<file path="src/rtl/noc_pkg.sv">
// Shared types and widths for the NoC master arbiter.
package noc_pkg;
  localparam int FLIT_W    = 9;
  localparam int DEST_W    = 2;
  localparam int TLAST_BIT = FLIT_W - 1;

  typedef enum logic [1:0] {IDLE, GRANT, XFER} arb_state_t;
  typedef logic [FLIT_W-1:0] flit_t;
endpackage

</file>
<file path="src/rtl/noc_rr_pick.sv">
// Combinational round-robin picker: the first set request found searching
// upward from ptr_i+1, wrapping modulo N.
module noc_rr_pick #(
  parameter int N  = 4,
  parameter int IW = $clog2(N)
) (
  input  logic [N-1:0]  req_i,
  input  logic [IW-1:0] ptr_i,
  output logic          vld_o,
  output logic [IW-1:0] win_o
);
  logic [IW-1:0] idx;

  // Walk candidates farthest-first so the nearest set request is written last.
  always_comb begin
    win_o = '0;
    idx   = '0;
    vld_o = |req_i;
    for (int k = N - 1; k >= 0; k--) begin
      idx = ptr_i + IW'(k) + IW'(1);
      if (req_i[idx]) win_o = idx;
    end
  end
endmodule

</file>
<file path="src/rtl/noc_master_arbiter.sv">
// NoC master arbiter: grants one processor at a time in round-robin order and
// forwards its flits to the router until tlast. Every output is registered.
// Optional burst timeout is compiled in with NOC_ARB_TIMEOUT_EN.
module noc_master_arbiter import noc_pkg::*; #(
  parameter int N_PROC    = 4,
  parameter int MAX_BURST = 255
) (
  input  logic                        clock,
  input  logic                        reset,
  input  logic [N_PROC-1:0]           req,
  input  logic [N_PROC*DEST_W-1:0]    dest,
  input  logic [N_PROC*FLIT_W-1:0]    flit_in,
  output logic [N_PROC-1:0]           master_response,
  output logic                        route_valid,
  output logic [$clog2(N_PROC)-1:0]   route_src,
  output logic [DEST_W-1:0]           route_dest,
  output flit_t                       route_flit,
  output logic                        busy,
  output logic                        timeout_err
);
  localparam int SW = $clog2(N_PROC);

  if ((N_PROC < 2) || ((N_PROC & (N_PROC - 1)) != 0) || (MAX_BURST < 1) || (MAX_BURST > 255))
  begin : g_bad_cfg
    $error("noc_master_arbiter: unsupported N_PROC/MAX_BURST");
  end

  // Per-processor views of the flattened buses.
  logic [N_PROC-1:0][FLIT_W-1:0] flit_a;
  logic [N_PROC-1:0][DEST_W-1:0] dest_a;
  assign flit_a = flit_in;
  assign dest_a = dest;

  arb_state_t          state_q, state_d;
  logic [SW-1:0]       src_q, src_d, rr_q, rr_d;
  logic [DEST_W-1:0]   dest_q, dest_d;
  logic [N_PROC-1:0]   resp_q, resp_d;
  logic                vld_q, vld_d, busy_q, busy_d, tout_q, tout_d;
  flit_t               flit_q, flit_d;
`ifdef NOC_ARB_TIMEOUT_EN
  logic [7:0]          cnt_q, cnt_d;
`endif

  logic                pick_vld;
  logic [SW-1:0]       pick_win;
  flit_t               cur_flit;

  noc_rr_pick #(.N(N_PROC)) u_pick (
    .req_i (req),
    .ptr_i (rr_q),
    .vld_o (pick_vld),
    .win_o (pick_win)
  );

  assign cur_flit = flit_a[src_q];

  // Next-state and registered-output decode for the IDLE/GRANT/XFER sequence.
  always_comb begin
    state_d = state_q;
    src_d   = src_q;
    rr_d    = rr_q;
    dest_d  = dest_q;
    resp_d  = '0;
    vld_d   = 1'b0;
    flit_d  = flit_q;
    tout_d  = 1'b0;
`ifdef NOC_ARB_TIMEOUT_EN
    cnt_d   = cnt_q;
`endif
    case (state_q)
      IDLE: if (pick_vld) begin
        state_d          = GRANT;
        src_d            = pick_win;
        dest_d           = dest_a[pick_win];
        resp_d[pick_win] = 1'b1;
      end
      GRANT: begin
        state_d = XFER;
`ifdef NOC_ARB_TIMEOUT_EN
        cnt_d   = '0;
`endif
      end
      XFER: begin
        flit_d = cur_flit;
        vld_d  = 1'b1;
        if (cur_flit[TLAST_BIT]) begin
          rr_d    = src_q;
          state_d = IDLE;
        end
`ifdef NOC_ARB_TIMEOUT_EN
        // Abort on the MAX_BURST-th XFER cycle with no tlast; the flit is dropped.
        else if (cnt_q == 8'(MAX_BURST - 1)) begin
          vld_d   = 1'b0;
          tout_d  = 1'b1;
          rr_d    = src_q;
          state_d = IDLE;
        end else begin
          cnt_d = cnt_q + 8'd1;
        end
`endif
      end
      default: state_d = IDLE;
    endcase
    busy_d = (state_d != IDLE);
  end

  // State and output registers; reset gives processor 0 first priority.
  always_ff @(posedge clock or posedge reset) begin
    if (reset) begin
      state_q <= IDLE;
      src_q   <= '0;
      rr_q    <= SW'(N_PROC - 1);
      dest_q  <= '0;
      resp_q  <= '0;
      vld_q   <= 1'b0;
      flit_q  <= '0;
      busy_q  <= 1'b0;
      tout_q  <= 1'b0;
`ifdef NOC_ARB_TIMEOUT_EN
      cnt_q   <= '0;
`endif
    end else begin
      state_q <= state_d;
      src_q   <= src_d;
      rr_q    <= rr_d;
      dest_q  <= dest_d;
      resp_q  <= resp_d;
      vld_q   <= vld_d;
      flit_q  <= flit_d;
      busy_q  <= busy_d;
      tout_q  <= tout_d;
`ifdef NOC_ARB_TIMEOUT_EN
      cnt_q   <= cnt_d;
`endif
    end
  end

  assign master_response = resp_q;
  assign route_valid     = vld_q;
  assign route_src       = src_q;
  assign route_dest      = dest_q;
  assign route_flit      = flit_q;
  assign busy            = busy_q;
  assign timeout_err     = tout_q;
endmodule
</file>
<file path="config.mk">
export PLATFORM = sky130hd
export DESIGN_NAME = noc_master_arbiter
export DESIGN_NICKNAME = d
export VERILOG_FILES = /design/src/rtl/noc_pkg.sv /design/src/rtl/noc_rr_pick.sv /design/src/rtl/noc_master_arbiter.sv
export SDC_FILE = /design/constraint.sdc
export NUM_CORES = 1
export LEC_CHECK = 0
export ABC_AREA = 1
export CORE_ASPECT_RATIO = 0.5
export CORE_UTILIZATION = 40
export DETAILED_ROUTE_END_ITERATION = 16
export PLACE_DENSITY = 0.8
export RECOVER_POWER = 25
export SLEW_MARGIN = 10
export SYNTH_ARGS = -nofsm -noshare
export SYNTH_HDL_FRONTEND = slang
export SYNTH_SLANG_ARGS = --single-unit
</file>
<file path="constraint.sdc">
create_clock -name clock -period 1.9 [get_ports clock]
set_clock_uncertainty 0.1 [all_clocks]
set_input_delay 0.475 -clock clock [delete_from_list [all_inputs] [get_ports clock]]
set_output_delay 0.475 -clock clock [all_outputs]
set_load 0.05 [all_outputs]
</file>
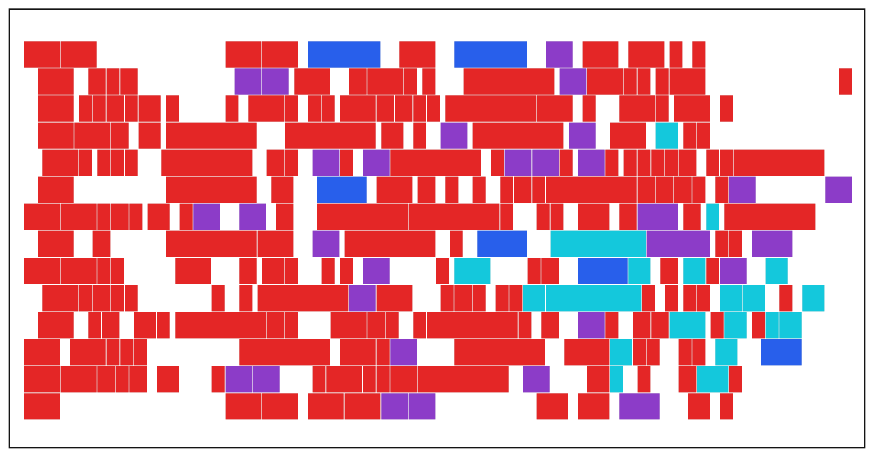
(drive-strength map)
- x2: cyan (cells 20; share 7.3%)
- x6 and larger: blue (cells 6; share 2.2%)
- x1 and smaller: red (cells 217; share 79%)
- x3 and x4: purple (cells 30; share 11%)
post-route worst setup slack: 22.9 ps
cell area after layout: 2210 sq um
Signal buffers: 78
area delta synth->final: 57.3%

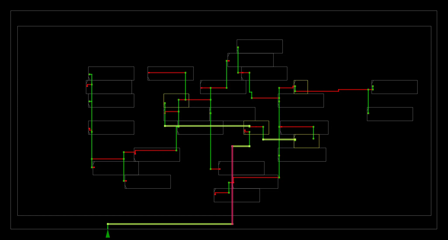
(the clock network)
Clk power: 0.315 mW
number of clock buffers in the layout: 3

==> run notes <==
The flow completed. The flow ran to the end, and the final reports show no timing, DRC or antenna violations. The synthesis stats list as the most numerous cell sky130_fd_sc_hd__nor2_1. The most used flip-flop cell after synthesis is sky130_fd_sc_hd__dfrtp_1. Dividing total power by cell area gives a power density of between 1500 and 2000 nW/um^2. Share of post-route cells with drive strength above 1 landed at 20.5%.

Cell count after placement landed at 316. Counting instances, the worst hold path has a depth of 2. Largest fanout of any net on the critical path landed at 8. The routed design shows a via density per instance of 4.81.

Count of port buffers added during placement landed at 68. TritonCTS built the clock tree. The HPWL after detailed placement is 2.89 mm. Ranking logic cells in the layout by count gives the top entries sky130_fd_sc_hd__nor2_1 (44), sky130_fd_sc_hd__clkdlybuf4s50_1 (44), sky130_fd_sc_hd__nand2_1 (40). Total global routing track utilization landed at about a fifth. Vertical die dimension landed at roughly 44 um. Highest cell delay on the worst timing path landed at around 660 ps. The critical path ends at route_dest[0]. In the synthesized netlist, the cells that appear most often are sky130_fd_sc_hd__nor2_1 (44), sky130_fd_sc_hd__nand2_1 (43), sky130_fd_sc_hd__dfrtp_1 (21), sky130_fd_sc_hd__o21ai_0 (20), sky130_fd_sc_hd__inv_1 (16).

Worst IR drop on VDD landed at 0.000665 V. Last weighted congestion value of the routability-driven placer landed at 0.779. Among cell families on the critical path, the largest total delay comes from simple AND/OR/NAND/NOR gates. After clock tree synthesis, the repair step resized 4 gates. For reference, full adder, half adder and majority cells occupy 0% of the area reported after synthesis. The final layout contains 324 nets. Via count landed at 1,543.

For this run the aggregate overflow at the end of global routing stands at 0. The initial antenna violation count is 0. Remaining routing DRC violations landed at 0. Count of antenna diodes in the layout landed at 0. The slowest stage of the critical path belongs to the cell sky130_fd_sc_hd__dfstp_2. Number of nets with antenna violations after routing landed at 0. The synthesis report gives the async set-or-reset register share as 100%. The first global-routing pass estimated 6.09 mm of wire. Total power landed at 3.97 mW.
==> registers in the layout, indices dropped and copies added (netlist names) <==
signal	cells
busy	1
master_response	4
route_dest	2
route_flit	9
route_src	2
route_valid	1
rr_q	2
state_q	2
==> layer usage <==
metal  GRT usage (%)  part of all wire [%]
met1            25.4                    43
met2            39.2                    51
met5               0                     0
met4            5.33                   1.5
met3            5.52                   5.1
==> area by class of cell <==
type                            instances  area, sq um
Fill cell                             269          961
Clock inverter                          1         7.51
Sequential cell                        23          578
Inverter                               19         78.8
Clock buffer                            3         41.3
Tap cell                               48         60.1
Timing Repair Buffer                   78          724
Multi-Input combinational cell        149          719
==> where the power goes <==
part / internal, mW / total, mW / switching (mW)
Sequential: 0.737 / 0.928 / 0.191
Combinational: 0.962 / 2.73 / 1.77
Clock: 0.148 / 0.315 / 0.166
No activity file was given, so power comes from the tool's default toggle rates.
